--- config.mk ---
export PLATFORM = sky130hd
export DESIGN_NAME = spi_ctrl_tx
export DESIGN_NICKNAME = d
export VERILOG_FILES = /design/src/rtl/spi_ctrl_tx.sv
export SDC_FILE = /design/constraint.sdc
export NUM_CORES = 1
export LEC_CHECK = 0
export ABC_AREA = 1
export CORE_MARGIN = 2
export CORE_UTILIZATION = 35
export CTS_BUF_LIST = sky130_fd_sc_hd__clkbuf_2 sky130_fd_sc_hd__clkbuf_4 sky130_fd_sc_hd__clkbuf_8
export DETAILED_ROUTE_END_ITERATION = 10
export PLACE_DENSITY = 0.57
export SYNTH_ARGS = -nofsm -noshare
export SYNTH_HDL_FRONTEND = slang
export SYNTH_SLANG_ARGS = --single-unit
--- constraint.sdc ---
create_clock -name clk -period 2.3 [get_ports clk]
set_input_delay 0.23 -clock clk [delete_from_list [all_inputs] [get_ports clk]]
set_output_delay 0.23 -clock clk [all_outputs]
set_load 0.005 [all_outputs]
--- src/rtl/spi_ctrl_tx.sv ---
// spi_ctrl_tx: SPI mode-0 write-only initiator sending {1, addr[6:0], wdata[7:0]} MSB first; define SPI_CTRL_TX_FIFO_EN for a 2-entry request FIFO
module spi_ctrl_tx #(
    parameter int CLK_DIV    = 4,
    parameter int GAP_CYCLES = 8
) (
    input  logic       clk,
    input  logic       rst_n,
    input  logic       req_valid,
    input  logic [6:0] req_addr,
    input  logic [7:0] req_wdata,
    output logic       req_ready,
    output logic       busy,
    output logic       done,
    output logic       SCLK,
    output logic       COPI,
    output logic       nCS
);
    typedef enum logic [2:0] {IDLE, SETUP, HIGH, LOW, HOLD, GAP} state_t;
    localparam logic [7:0] DIV_LOAD = 8'(CLK_DIV - 1);
    localparam logic [7:0] GAP_LOAD = 8'(GAP_CYCLES - 1);
    state_t      state, state_n;
    logic [7:0]  div, div_n;
    logic [4:0]  bits, bits_n;
    logic [14:0] sh, sh_n;
    logic        sclk_n, copi_n, ncs_n, done_n;
    logic        pop;
    logic [14:0] head;
`ifdef SPI_CTRL_TX_FIFO_EN
    logic [1:0][14:0] fifo_q;
    logic [1:0]       cnt;
    logic             push;
    assign req_ready = (cnt != 2'd2) && rst_n;
    assign push      = req_valid && req_ready;
    assign pop       = (state == IDLE) && (cnt != 2'd0);
    assign head      = fifo_q[0];
    assign busy      = (state != IDLE) || (cnt != 2'd0);
    // two-entry FIFO; entry 0 is always the head, a push while full is refused by req_ready
    always_ff @(posedge clk or negedge rst_n) begin
        if (!rst_n) begin
            cnt    <= 2'd0;
            fifo_q <= '0;
        end else begin
            cnt <= cnt + {1'b0, push} - {1'b0, pop};
            if (pop)
                fifo_q[0] <= (push && cnt == 2'd1) ? {req_addr, req_wdata} : fifo_q[1];
            else if (push && cnt == 2'd0)
                fifo_q[0] <= {req_addr, req_wdata};
            if (push && !pop && cnt == 2'd1)
                fifo_q[1] <= {req_addr, req_wdata};
        end
    end
`else
    assign req_ready = (state == IDLE) && rst_n;
    assign pop       = req_valid && req_ready;
    assign head      = {req_addr, req_wdata};
    assign busy      = state != IDLE;
`endif
    // next-state and next-pin values; the leading write bit is driven directly at load, sh keeps bits 14..0
    always_comb begin
        state_n = state;
        div_n   = div;
        bits_n  = bits;
        sh_n    = sh;
        sclk_n  = SCLK;
        copi_n  = COPI;
        ncs_n   = nCS;
        done_n  = 1'b0;
        case (state)
            IDLE: if (pop) begin
                state_n = SETUP;
                div_n   = DIV_LOAD;
                bits_n  = 5'd0;
                sh_n    = head;
                ncs_n   = 1'b0;
                copi_n  = 1'b1;
                sclk_n  = 1'b0;
            end
            SETUP, LOW: if (div == 8'd0) begin
                state_n = HIGH;
                sclk_n  = 1'b1;
                div_n   = DIV_LOAD;
            end else div_n = div - 8'd1;
            HIGH: if (div == 8'd0) begin
                state_n = (bits == 5'd15) ? HOLD : LOW;
                sclk_n  = 1'b0;
                div_n   = DIV_LOAD;
                bits_n  = bits + 5'd1;
                if (bits != 5'd15) begin
                    copi_n = sh[14];
                    sh_n   = {sh[13:0], 1'b0};
                end
            end else div_n = div - 8'd1;
            HOLD: if (div == 8'd0) begin
                state_n = GAP;
                div_n   = GAP_LOAD;
                ncs_n   = 1'b1;
                copi_n  = 1'b0;
                done_n  = 1'b1;
            end else div_n = div - 8'd1;
            GAP: if (div == 8'd0) state_n = IDLE;
                 else div_n = div - 8'd1;
            default: state_n = IDLE;
        endcase
    end
    // state, counters and all pin drivers are registered
    always_ff @(posedge clk or negedge rst_n) begin
        if (!rst_n) begin
            state <= IDLE;
            div   <= 8'd0;
            bits  <= 5'd0;
            sh    <= 15'd0;
            SCLK  <= 1'b0;
            COPI  <= 1'b0;
            nCS   <= 1'b1;
            done  <= 1'b0;
        end else begin
            state <= state_n;
            div   <= div_n;
            bits  <= bits_n;
            sh    <= sh_n;
            SCLK  <= sclk_n;
            COPI  <= copi_n;
            nCS   <= ncs_n;
            done  <= done_n;
        end
    end
endmodule
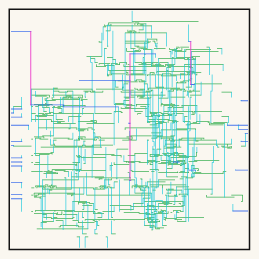
Figure 1: metal layers overlaid.
Drawn at 3 px/µm.
[metal 3] blue | wire length: 130 µm
[metal 4] magenta | wire length: 80.9 µm
[metal 1] green | wire length: 1,940 µm
[metal 2] cyan | wire length: 1,600 µm
WL per Instance: 10.5 µm
DR vias: 1,591

==> flow_summary.ini <==
; synthesis and place-and-route metrics
[synthesis]
syn-num-nets = 279
synth.most_common_cell = nand2_1
simple_gate_share = 0.257

[clock_tree]
htreeDepth = 2
cts_setup_buffers = 0
clkLatencyLatePin_ns = 0.28

[setup_path]
crit_end = req_ready
cp_slowest_cell = clkdlybuf4s50_1

[sta]
hold_viol = 0
clock_skew_ns = 0.00342
relSlewSlack = 0.753

[cells_and_area]
reg_top3 = sh (15), div (8), bits (5)
layout.area.comb_um2 = 891
antenna_cells = 0
final_layout_top_logic_cell = nand2_1
top_register = sh
drive_gt1_frac = 0.116
utilization = 0.432
logic_gate_count = 168

[grt]
first_global_vias = 1502
use_met2 = 0.200
use_met1 = 0.176

[detailed_routing]
via_per_inst = 4.47
drc = 0
drt-initial-drc-count = 102
wirelength_um = 3750
routed-wl-met3_um = 129

[placement]
globalplace.congestion = 0.804

[power_and_ir_drop]
internal_power_mw = 1.64
power_density_mw_per_mm2 = 1230

[floorplan]
die_area_mm2 = 0.00633

[status]
outcome = finished clean
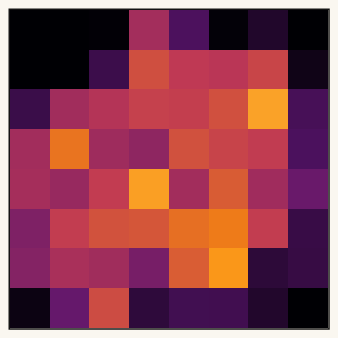
Figure 2: cell area per tile.
Drawn at 4 px/µm. The die is cut into 8 by 8 equal tiles; black is low, pale yellow is high, 0 to 100% covered.
emptiest ninth of the die: top left
densest ninth of the die: middle
tiles over 75% full: 4.7%
nearly empty tiles: 13%

